run_1/congestion.png
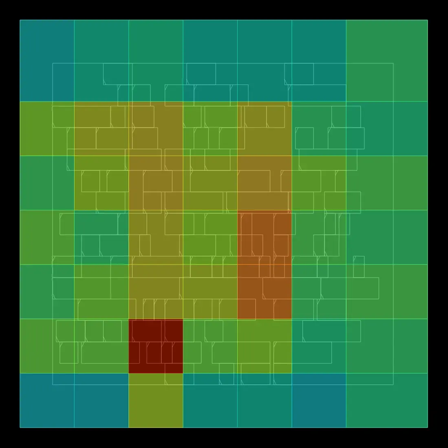
run_1/wires.png
(8 px per µm)
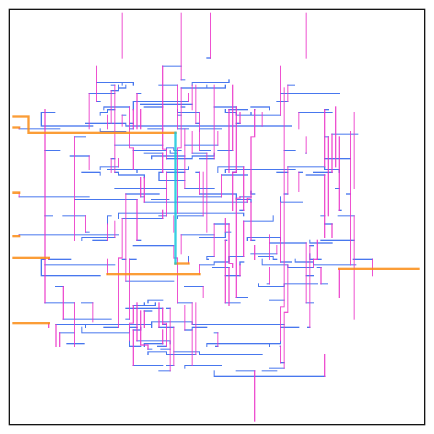
run_1/flops_by_reg.png
(6 px per µm) Other sequential cells in the stronger gray, the rest of the logic in the fainter gray.
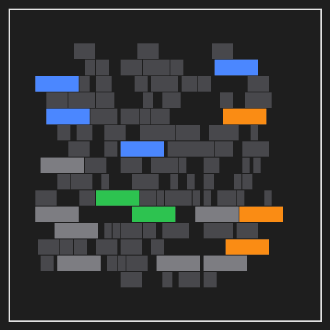
`src/rtl/quadrature_decoder_pkg.sv`:
```
// Shared phase encodings, direction codes and the transition classifier
// used by the quadrature decoder.
package quadrature_decoder_pkg;

  localparam logic [1:0] QD_S00 = 2'b00;
  localparam logic [1:0] QD_S01 = 2'b01;
  localparam logic [1:0] QD_S11 = 2'b11;
  localparam logic [1:0] QD_S10 = 2'b10;
  localparam logic       DIR_UP = 1'b0;
  localparam logic       DIR_DN = 1'b1;

  typedef enum logic [1:0] {
    TR_NONE = 2'd0,
    TR_UP   = 2'd1,
    TR_DN   = 2'd2,
    TR_ERR  = 2'd3
  } trans_t;

  // Gray-code walk: up is 00->01->11->10->00; a two-bit jump is illegal.
  function automatic trans_t decode_trans(input logic [1:0] prev, input logic [1:0] cur);
    trans_t t;
    t = TR_NONE;
    case ({prev, cur})
      {QD_S00, QD_S01}, {QD_S01, QD_S11},
      {QD_S11, QD_S10}, {QD_S10, QD_S00}: t = TR_UP;
      {QD_S01, QD_S00}, {QD_S11, QD_S01},
      {QD_S10, QD_S11}, {QD_S00, QD_S10}: t = TR_DN;
      {QD_S00, QD_S11}, {QD_S11, QD_S00},
      {QD_S01, QD_S10}, {QD_S10, QD_S01}: t = TR_ERR;
      default:                            t = TR_NONE;
    endcase
    return t;
  endfunction

endpackage

```
`src/rtl/quadrature_decoder_bit_sync.sv`:
```
// Single-bit multi-flop synchronizer for an asynchronous encoder phase.
module bit_sync #(
  parameter int STAGES = 2
) (
  input  logic clk,
  input  logic rst,
  input  logic d,
  output logic q
);

  logic [STAGES-1:0] sr;

  always_ff @(posedge clk) begin
    if (!rst) begin
      sr <= '0;
    end else begin
      sr <= {sr[STAGES-2:0], d};
    end
  end

  assign q = sr[STAGES-1];

endmodule

```
`src/rtl/quadrature_decoder.sv`:
```
// Quadrature A/B decoder: synchronizes the phases, classifies each state
// change and maintains a wrapping position count, direction and error flag.
module quadrature_decoder
  import quadrature_decoder_pkg::*;
#(
  parameter int WIDTH       = 4,
  parameter int SYNC_STAGES = 2
) (
  input  logic             clk,
  input  logic             rst,
  input  logic             a_in,
  input  logic             b_in,
  input  logic             clr,
  output logic [WIDTH-1:0] count,
  output logic             dir,
  output logic             step,
  output logic             err
);

  localparam int            PW         = 3;
  localparam logic [PW-1:0] PRIME_LOAD = PW'(SYNC_STAGES + 1);

  logic          a_s;
  logic          b_s;
  logic [1:0]    s;
  logic [1:0]    prev;
  logic [PW-1:0] prime_cnt;
  trans_t        trans;

  bit_sync #(.STAGES(SYNC_STAGES)) u_sync_a (
    .clk (clk),
    .rst (rst),
    .d   (a_in),
    .q   (a_s)
  );

  bit_sync #(.STAGES(SYNC_STAGES)) u_sync_b (
    .clk (clk),
    .rst (rst),
    .d   (b_in),
    .q   (b_s)
  );

  assign s = {a_s, b_s};

  always_comb begin
    trans = decode_trans(prev, s);
  end

  // While priming, prev only follows s so a resting 11 never reads as 00->11.
  always_ff @(posedge clk) begin
    if (!rst) begin
      prev      <= QD_S00;
      prime_cnt <= PRIME_LOAD;
      count     <= '0;
      dir       <= DIR_UP;
      step      <= 1'b0;
      err       <= 1'b0;
    end else begin
      prev <= s;
      step <= 1'b0;
      if (prime_cnt != '0) begin
        prime_cnt <= prime_cnt - PW'(1);
      end else if (clr) begin
        count <= '0;
        err   <= 1'b0;
      end else begin
        case (trans)
          TR_UP: begin
            count <= count + WIDTH'(1);
            dir   <= DIR_UP;
            step  <= 1'b1;
          end
          TR_DN: begin
            count <= count - WIDTH'(1);
            dir   <= DIR_DN;
            step  <= 1'b1;
          end
          TR_ERR:  err <= 1'b1;
          default: ;
        endcase
      end
    end
  end

endmodule

```
`config.mk`:
```
export PLATFORM = sky130hd
export DESIGN_NAME = quadrature_decoder
export DESIGN_NICKNAME = d
export VERILOG_FILES = /design/src/rtl/quadrature_decoder_pkg.sv /design/src/rtl/quadrature_decoder_bit_sync.sv /design/src/rtl/quadrature_decoder.sv
export SDC_FILE = /design/constraint.sdc
export NUM_CORES = 1
export LEC_CHECK = 0
export CORE_MARGIN = 4
export CORE_UTILIZATION = 45
export DETAILED_ROUTE_END_ITERATION = 7
export GPL_TIMING_DRIVEN = 0
export PLACE_DENSITY = 0.68
export SLEW_MARGIN = 20
export SYNTH_ARGS = -nofsm -noshare
export SYNTH_HDL_FRONTEND = slang
export SYNTH_SLANG_ARGS = --single-unit
export TNS_END_PERCENT = 5
```
`constraint.sdc`:
```
create_clock -name clk -period 2.8 [get_ports clk]
set_input_delay 0.56 -clock clk [delete_from_list [all_inputs] [get_ports clk]]
set_output_delay 0.56 -clock clk [all_outputs]
set_load 0.01 [all_outputs]
```
==> impl_metrics.tcl, run 1 <==
# implementation run metrics
set metrics [dict create \
    seq_cells 16 \
    cts_repair_resize_count 0 \
    grtUsageMet3_pct 5.73 \
    grt.overflow.total 0 \
    largest_reg_flops 4 \
    net-switching-power_mw 0.125 \
    synthesis.area_per_instance_um2 10.0 \
    area.growth.synth_to_final_pct 20.6 \
    pin_count_of_the_biggest_net_entering_global_routing 11 \
    synth_compound_gate_area_share_pct 14.8 \
    yosys.area.top_type_share_pct 37.2 \
    drtAntennaViolNets 0 \
    finalWorstPathRequiredPeriod_ns 1.87 \
    worstHoldEndpoint "err$_SDFFE_PN0P_" \
    max-cap-violations 0 \
    cts_hold_buf 0 \
    yosys-dominant-comb-family "simple AND/OR/NAND/NOR gates" \
    dpl.cell_count 122 \
    power.ir.vdd_worst_uv 452 \
    critical_path.n_buffers_inverters 1 \
    hp-class "register to register" \
    critical_path.cell_chain "clkdlybuf4s50_1" \
    whs_path_depth 2 \
    synthMostInstantiatedCell "sky130_fd_sc_hd__dfxtp_1" \
    run_status "completed" \
    area_share_clock_buf_inv_pct 3.49 \
    synthesis.area_um2 861 \
    combinationalPowerShare_pct 19.0 \
    synth.cellmix.simpleShare_pct 20.6 \
    placedInstanceArea_mm2 0.00100 \
    synth-cells-yosys 86 \
    routed-wl-met3_um 56 \
    achievable-frequency_mhz 534 \
    power_frac_clock_pct 29.9 \
    cts_tree "built" \
    power.density_mw_per_mm2 471 \
    num-nonclk-inverters 5 \
]
-- congestion.png (at the start) --
global routing usage on met1: 14.6%
fraction of the core area covered by cells at the end of the flow: 58.9%

-- wires.png (at the start) --
metal 4: marked cyan, wire length 16.3 µm. metal 2: marked magenta, wire length 659 µm. metal 1: marked blue, wire length 649 µm. metal 3: marked orange, wire length 56.1 µm.

-- flops_by_reg.png (at the start) --
trans: marked green, flops 2. count: marked blue, flops 4. prime_cnt: marked orange, flops 3.
Another 7 sequential cells are not colored.

## run 1: cells in the final DEF (no fill, tap or decap), drive strengths merged, types with 2 or more instances in the layout
master,synthesis,final
clkbuf,1,5
a22oi,3,3
nor2,4,4
and2,6,6
nand2,7,7
inv,5,5
buf,2,2
o21ai,3,3
nand3,2,2
a21oi,2,2
xnor2,2,2
clkdlybuf4s50,0,11
nor3,2,2
mux2i,7,7
nor2b,6,6
dfxtp,16,16
ha,8,8
## run 1: power groups by stage
stage | clock network (mW) | registers (mW) | logic, mW
2_1_floorplan | 0 | 0.253 | 0.0717
3_3_place_gp | 0 | 0.254 | 0.0906
3_5_place_dp | 0 | 0.255 | 0.0947
4_1_cts | 0.153 | 0.250 | 0.0951
5_1_grt | 0.168 | 0.252 | 0.106
6_report | 0.146 | 0.250 | 0.0931
==> run 2, diff against run 1 <==
clock period = 1.82 ns   (was 2.8 ns; I/O delays follow)
==> run 2 against run 1 <==
Utilization is 0.99 points higher. Sequential power is 54% higher. Non-clock buffer count stayed put. Synthesized cell count stayed put. First-iteration DRC count is 25% higher.
==> impl_metrics.tcl, run 2 <==
# implementation run metrics
set metrics [dict create \
    dpl.cell_count 122 \
    cts_hold_buf 0 \
    layout_top_cell "sky130_fd_sc_hd__dfxtp_1" \
    combinationalPowerShare_pct 19.3 \
    pg_comb_mw 0.146 \
    achievable-frequency_mhz 588 \
    power.ir.vdd_worst_uv 709 \
    largest_reg_flops 4 \
    whs_path_depth 2 \
    routed-wl-met3_um 55 \
    clockNetworkPower_mw 0.225 \
    hp-class "register to register" \
    critical_path.n_buffers_inverters 1 \
    power.density_mw_per_mm2 715 \
    synth-cells-yosys 86 \
    synthMostInstantiatedCell "sky130_fd_sc_hd__dfxtp_1" \
    drtAntennaViolNets 0 \
    fin_util_pct 59.9 \
    pin_count_of_the_biggest_net_entering_global_routing 11 \
    cts_repair_resize_count 0 \
    synth_compound_gate_area_share_pct 14.8 \
    run_status "completed" \
    critical_path.cell_chain "clkdlybuf4s50_1" \
    net-switching-power_mw 0.192 \
    grt.overflow.total 0 \
    power_frac_clock_pct 29.8 \
    yosys.area.top_type_share_pct 37.2 \
    power-top-group "registers" \
    synthesis.area_per_instance_um2 10.0 \
    pwr.group.sequential_mw 0.385 \
    max-cap-violations 0 \
    placedInstanceArea_mm2 0.00100 \
    synth.cellmix.simpleShare_pct 20.6 \
]
-- run 2: cell counts in the layout (fill, tap and decap cells not counted) --
Identical to the previous run, type by type.
-- run 2: path summary, 6_finish.rpt --
| kind | slack (ns) | to |
|---|---|---|
| setup / recovery | 0.12 | count[1] |
| hold / removal | 0.48 | err$_SDFFE_PN0P_ |
| setup reg to reg | 0.16 | count[3]$_SDFFE_PN0P_ |
| hold reg to reg | 0.48 | err$_SDFFE_PN0P_ |
-- run 2: layout make-up --
type	instances	area share [%]
clock buffers	4	3.44
plain buffers	3	1.90
repair buffers	11	10.4
well taps	25	2.96
multi-input cells	62	49.1
inverters	5	1.78
flip-flops and latches	16	30.5
-- run 2: metal layers --
metal,GRT usage (%),vias up
met5,0,-
met4,6.99,0
met3,5.73,2
met2,19.7,9
met1,14.6,293
li1,-,330
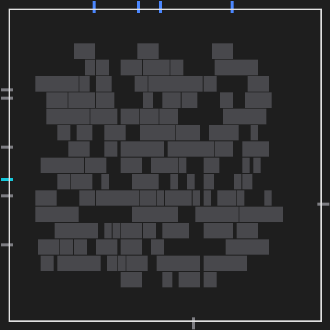
run_2/io_placement.png
(6 px per µm) Pins as bars across the die edge, other pins in gray.
dir: marked cyan, pins 1, direction output, edge left. count: marked blue, pins 4, direction output, edge top.
All pins by edge: 6 left, 4 top, 1 bottom, 1 right.

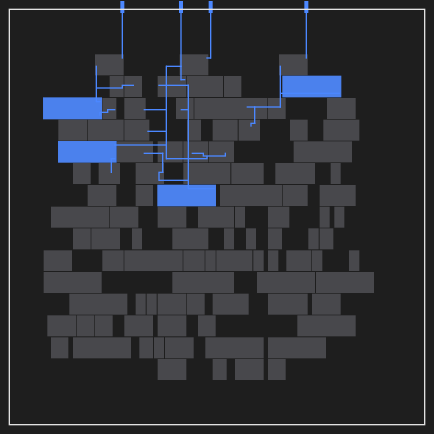
run_2/io_fan.png
(8 px per µm)
count: marked blue, bits 4, direction output, end cells 4, buffers 4, wire 126 µm.
top-level port count: 12
I/O Buffers: 11

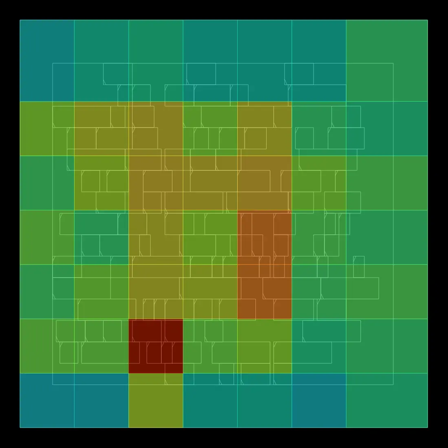
run_2/congestion.png
met2 Track Usage GR: 19.7%
total global-route track usage: 12.8%

Power is estimated from default activity; no workload was simulated.
